File: src/rtl/oam_dma_ctrl_pkg.sv
// Shared definitions for the FF46 OAM DMA sequencer: state encoding,
// register/OAM addresses and the echo-RAM source mapping.
package oam_dma_ctrl_pkg;

  typedef enum logic [2:0] {
    DMA_IDLE  = 3'd0,
    DMA_ARB   = 3'd1,
    DMA_READ  = 3'd2,
    DMA_WAIT  = 3'd3,
    DMA_WRITE = 3'd4,
    DMA_DONE  = 3'd5
  } dma_state_e;

  localparam logic [15:0] DMA_REG_ADDR = 16'hFF46;
  localparam logic [15:0] OAM_BASE     = 16'hFE00;

  // Pages E0..FF alias work RAM at C0..DF.
  function automatic logic [7:0] map_src_hi(input logic [7:0] raw);
    if (raw >= 8'hE0) return raw - 8'h20;
    return raw;
  endfunction

endpackage

File: src/rtl/oam_dma_ctrl.sv
// OAM DMA sequencer: copies LENGTH bytes from {src_hi,8'h00} into OAM,
// one read/write pair per byte over the shared MMU bus.
module oam_dma_ctrl
  import oam_dma_ctrl_pkg::*;
#(
  parameter int unsigned LENGTH       = 160,
  parameter logic [15:0] DST_BASE     = OAM_BASE,
  parameter int unsigned READ_LATENCY = 1
) (
  input  logic        iClock,
  input  logic        iReset,
  input  logic        iDmaWe,
  input  logic [7:0]  iDmaData,
  input  logic        iBusGrant,
  input  logic [7:0]  iMcuReadData,
  output logic        oBusRequest,
  output logic [15:0] oMcuAddr,
  output logic        oMcuReadRequest,
  output logic        oMcuWe,
  output logic [7:0]  oMcuData,
  output logic        oBusy,
  output logic        oDone,
  output logic [7:0]  oDmaReg
);

  localparam logic [7:0] LAST_INDEX = 8'(LENGTH - 1);
  localparam logic [2:0] LAST_WAIT  = 3'(READ_LATENCY - 1);

  dma_state_e state_q, state_d;
  logic [7:0] index_q, index_d;
  logic [7:0] src_q,   src_d;
  logic [7:0] data_q,  data_d;
  logic [7:0] reg_q,   reg_d;
  logic [2:0] lat_q,   lat_d;

  always_comb begin
    state_d         = state_q;
    index_d         = index_q;
    src_d           = src_q;
    data_d          = data_q;
    reg_d           = reg_q;
    lat_d           = lat_q;
    oBusRequest     = 1'b0;
    oBusy           = 1'b0;
    oMcuAddr        = '0;
    oMcuReadRequest = 1'b0;
    oMcuWe          = 1'b0;
    oMcuData        = '0;
    oDone           = 1'b0;

    case (state_q)
      DMA_IDLE: ;
      DMA_ARB: begin
        oBusRequest = 1'b1;
        oBusy       = 1'b1;
        if (iBusGrant) state_d = DMA_READ;
      end
      DMA_READ: begin
        oBusRequest     = 1'b1;
        oBusy           = 1'b1;
        oMcuAddr        = {src_q, index_q};
        oMcuReadRequest = 1'b1;
        lat_d           = '0;
        state_d         = DMA_WAIT;
      end
      DMA_WAIT: begin
        oBusRequest = 1'b1;
        oBusy       = 1'b1;
        oMcuAddr    = {src_q, index_q};
        if (lat_q == LAST_WAIT) begin
          data_d  = iMcuReadData;
          state_d = DMA_WRITE;
        end else begin
          lat_d = lat_q + 3'd1;
        end
      end
      DMA_WRITE: begin
        oBusRequest = 1'b1;
        oBusy       = 1'b1;
        oMcuAddr    = DST_BASE + {8'h00, index_q};
        oMcuData    = data_q;
        oMcuWe      = 1'b1;
        if (index_q == LAST_INDEX) begin
          state_d = DMA_DONE;
        end else begin
          index_d = index_q + 8'd1;
          state_d = iBusGrant ? DMA_READ : DMA_ARB;
        end
      end
      DMA_DONE: begin
        oDone   = 1'b1;
        state_d = DMA_IDLE;
      end
      default: state_d = DMA_IDLE;
    endcase

    // A FF46 write restarts from any state; an in-flight byte is dropped,
    // including suppressing a write strobe that would fire this cycle.
    if (iDmaWe) begin
      src_d   = map_src_hi(iDmaData);
      reg_d   = iDmaData;
      index_d = '0;
      lat_d   = '0;
      state_d = DMA_ARB;
      oMcuWe  = 1'b0;
    end
  end

  always_ff @(posedge iClock) begin
    if (iReset) begin
      state_q <= DMA_IDLE;
      index_q <= '0;
      src_q   <= '0;
      data_q  <= '0;
      reg_q   <= '0;
      lat_q   <= '0;
    end else begin
      state_q <= state_d;
      index_q <= index_d;
      src_q   <= src_d;
      data_q  <= data_d;
      reg_q   <= reg_d;
      lat_q   <= lat_d;
    end
  end

  assign oDmaReg = reg_q;

endmodule
File: config.mk
export PLATFORM = sky130hd
export DESIGN_NAME = oam_dma_ctrl
export DESIGN_NICKNAME = d
export VERILOG_FILES = /design/src/rtl/oam_dma_ctrl_pkg.sv /design/src/rtl/oam_dma_ctrl.sv
export SDC_FILE = /design/constraint.sdc
export NUM_CORES = 1
export LEC_CHECK = 0
export CAP_MARGIN = 30
export CORE_UTILIZATION = 40
export CTS_CLUSTER_DIAMETER = 150
export DETAILED_ROUTE_END_ITERATION = 7
export PLACE_DENSITY_LB_ADDON = 0.1
export RECOVER_POWER = 25
export SYNTH_ARGS = -nofsm -noshare
export SYNTH_HDL_FRONTEND = slang
export SYNTH_SLANG_ARGS = --single-unit
File: constraint.sdc
create_clock -name iClock -period 1.75 [get_ports iClock]
set_input_delay 0.175 -clock iClock [delete_from_list [all_inputs] [get_ports iClock]]
set_output_delay 0.175 -clock iClock [all_outputs]
set_load 0.05 [all_outputs]
run_1/placed.png
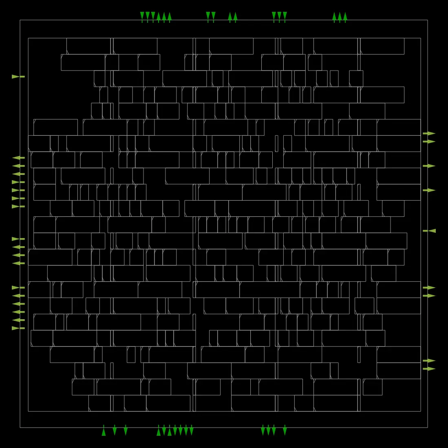
Flops: 33
n_taps: 50
flop share of the area: 23.3%
Final Non-Filler Cells: 327
Rows: 23

run_1/port_trees.png
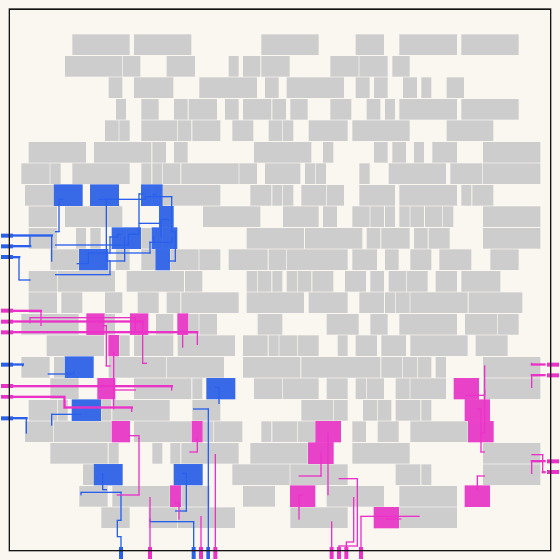
| colour | port | bits | direction | edge | end cells | buffers | wire |
|---|---|---|---|---|---|---|---|
| magenta | oMcuAddr | 16 | output | 7 south, 5 west, 4 east | 16 | 16 | 249 um |
| blue | iDmaData | 8 | input | 5 west, 3 south | 16 | 8 | 173 um |

run_1/m3.png
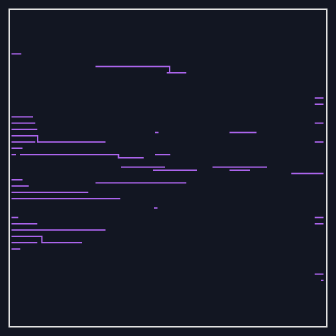
longest straight run: 23.2 um
wire length on this layer: 268 um
main direction: horizontal
share of all routed wire: 6.5%

==> flow_summary.json, run 1 <==
{
  "status": "completed",
  "ff2ff_setup_slack_ns": 0.12,
  "routed_wl_um": 4130,
  "clock_power_w": 0.000536,
  "final_hold_viol_count": 0,
  "top_cell_area_share_pct": 37.6,
  "rr_endpoint": "index_q[7]",
  "warning_count": 30,
  "synth_top_cell_by_area": "dfxtp_1",
  "die_h_um": 68.3,
  "initCoreUtil_pct": 42.7,
  "combPwrFrac_pct": 14.1,
  "timing.setup.tns_ns": 0,
  "power_leader": "registers",
  "wl_per_cell_um": 12.6,
  "gp_congestion": 0.803,
  "fmax_mhz": 576,
  "met2_usage_pct": 30.4,
  "grt_use_met3_pct": 6.83,
  "h-tree-depth": 2,
  "sh_comb_area_pct": 36.2,
  "synth-edff-count": 0,
  "coreArea_sq_mm": 0.00412
}
## run 1: cells by family (layout without fill, tap and decap cells)
group / count (synthesis) / after routing / synth area share (%)
DFF: 33 / 33 / 37.6
buffers and inverters: 27 / 87 / 8.18
xor gates and xnor gates: 6 / 6 / 2.99
muxes: 8 / 8 / 4.55
adders and majority gates: 4 / 4 / 2.85
AOI/OAI and AO/OA: 34 / 34 / 13.1
and+or+nand+nor: 105 / 105 / 30.8
## run 1: worst max-delay path, stage by stage (launching register included)
cell	delay [ns]
dfxtp_2	0.36
buf_4	0.16
nor3b_4	0.26
buf_6	0.17
and2_1	0.18
buf_12	0.15
## run 1: repair_timing
action,in CTS,in global routing
hold buffers,0,0
endpoints found under the setup margin,16,26
setup buffers,1,0
pin swaps,0,2
gates cloned,0,0
gates resized,2,20
==> run 2, diff against run 1 <==
Settings changed: GPL_ROUTABILITY_DRIVEN set to 1.
run_2/ff_map.png
Other sequential cells in the stronger grey, the rest of the logic in the fainter grey.
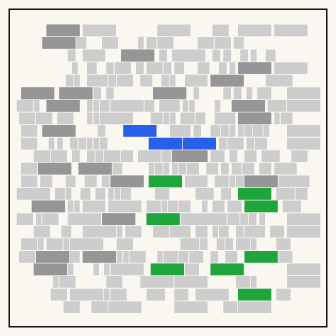
| colour | netlist name | placed flops |
|---|---|---|
| blue | lat_q | 3 |
| green | index_q | 8 |
not coloured: 22

run_2/placed.png
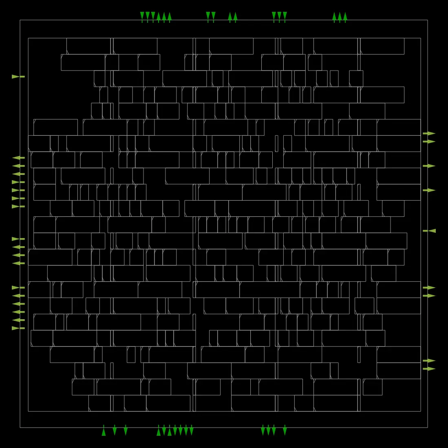
Core Region: 0.00412 sq mm
Filler cells: 321
final core utilization: 68.9%

==> flow_summary.json, run 2 <==
{
  "synthFlopType": "dfxtp_1",
  "gp_congestion": 0.803,
  "top_cell_area_share_pct": 37.6,
  "routed_wl_um": 4130,
  "worst_slack_ns": 0.0136,
  "min_path_type": "reg2reg",
  "area_growth_pct": 61.2,
  "clock_buffers": 8,
  "flops": 33,
  "rr_endpoint": "index_q[7]",
  "drc": 0,
  "cpLargestDelayFamily": "buffers and inverters",
  "path_cells": "buf_4 -> nor3b_4 -> buf_6 -> and2_1 -> buf_12",
  "h-tree-depth": 2,
  "synth_top_cell_by_area": "dfxtp_1",
  "wl_per_cell_um": 12.6,
  "synth-edff-count": 0,
  "synthAdderAreaFrac_pct": 2.84,
  "ys_sh_aoi_pct": 13.1,
  "mux_area_share_pct": 4.55,
  "ff2ff_setup_slack_ns": 0.12,
  "drtAntennaViolNets": 0,
  "crit_slowest_cell": "dfxtp_2",
  "p_int_w": 0.00115,
  "max_stage_delay_ns": 0.36,
  "final_hold_viol_count": 0,
  "warning_count": 30,
  "taps": 50,
  "critical_path_buf_inv_count": 3,
  "initCoreUtil_pct": 42.7,
  "power_leader": "registers",
  "seq_share_pct": 23.3,
  "common_cells": "dfxtp_1 (33), nand2_1 (27), nor2_1 (20), a21oi_1 (16), nand3_1 (16)",
  "status": "completed",
  "simple_gate_area_share_pct": 30.8,
  "root_buffer": "clkbuf_8",
  "insertion_delay_ns": 0.28,
  "die_h_um": 68.3,
  "pwr-share-clk_pct": 35.0,
  "rows": 23,
  "sh_comb_area_pct": 36.2,
  "fmax_mhz": 576,
  "syn_inst": 217,
  "timing.setup.tns_ns": 0,
  "combPwrFrac_pct": 14.1,
  "clock_power_w": 0.000536
}
-- run 2: timing repair --
| action | CTS | global route |
|---|---|---|
| endpoints found under the setup margin | 16 | 26 |
| hold buffers | 0 | 0 |
| endpoints found under the hold margin | 0 | 0 |
| pin swaps | 0 | 2 |
| gates resized | 2 | 20 |
| setup buffers | 1 | 0 |
-- run 2: metal layers --
layer	vias up	part of all wire, %	track usage (%)
met5	-	0	0
met4	0	1.5	7.55
met3	7	6.5	6.83
met2	44	48	30.4
met1	774	44	23.4
li1	849	-	-
-- run 2: worst max-delay path by stage --
stage,to,cells after the start
global placement,index_q[7],5
CTS,oMcuAddr[3],5
finish,oMcuData[2],5
detailed placement,index_q[7],5
global route,oMcuData[2],5
floorplan,oMcuAddr[0],4
Power is estimated from default activity; no workload was simulated.
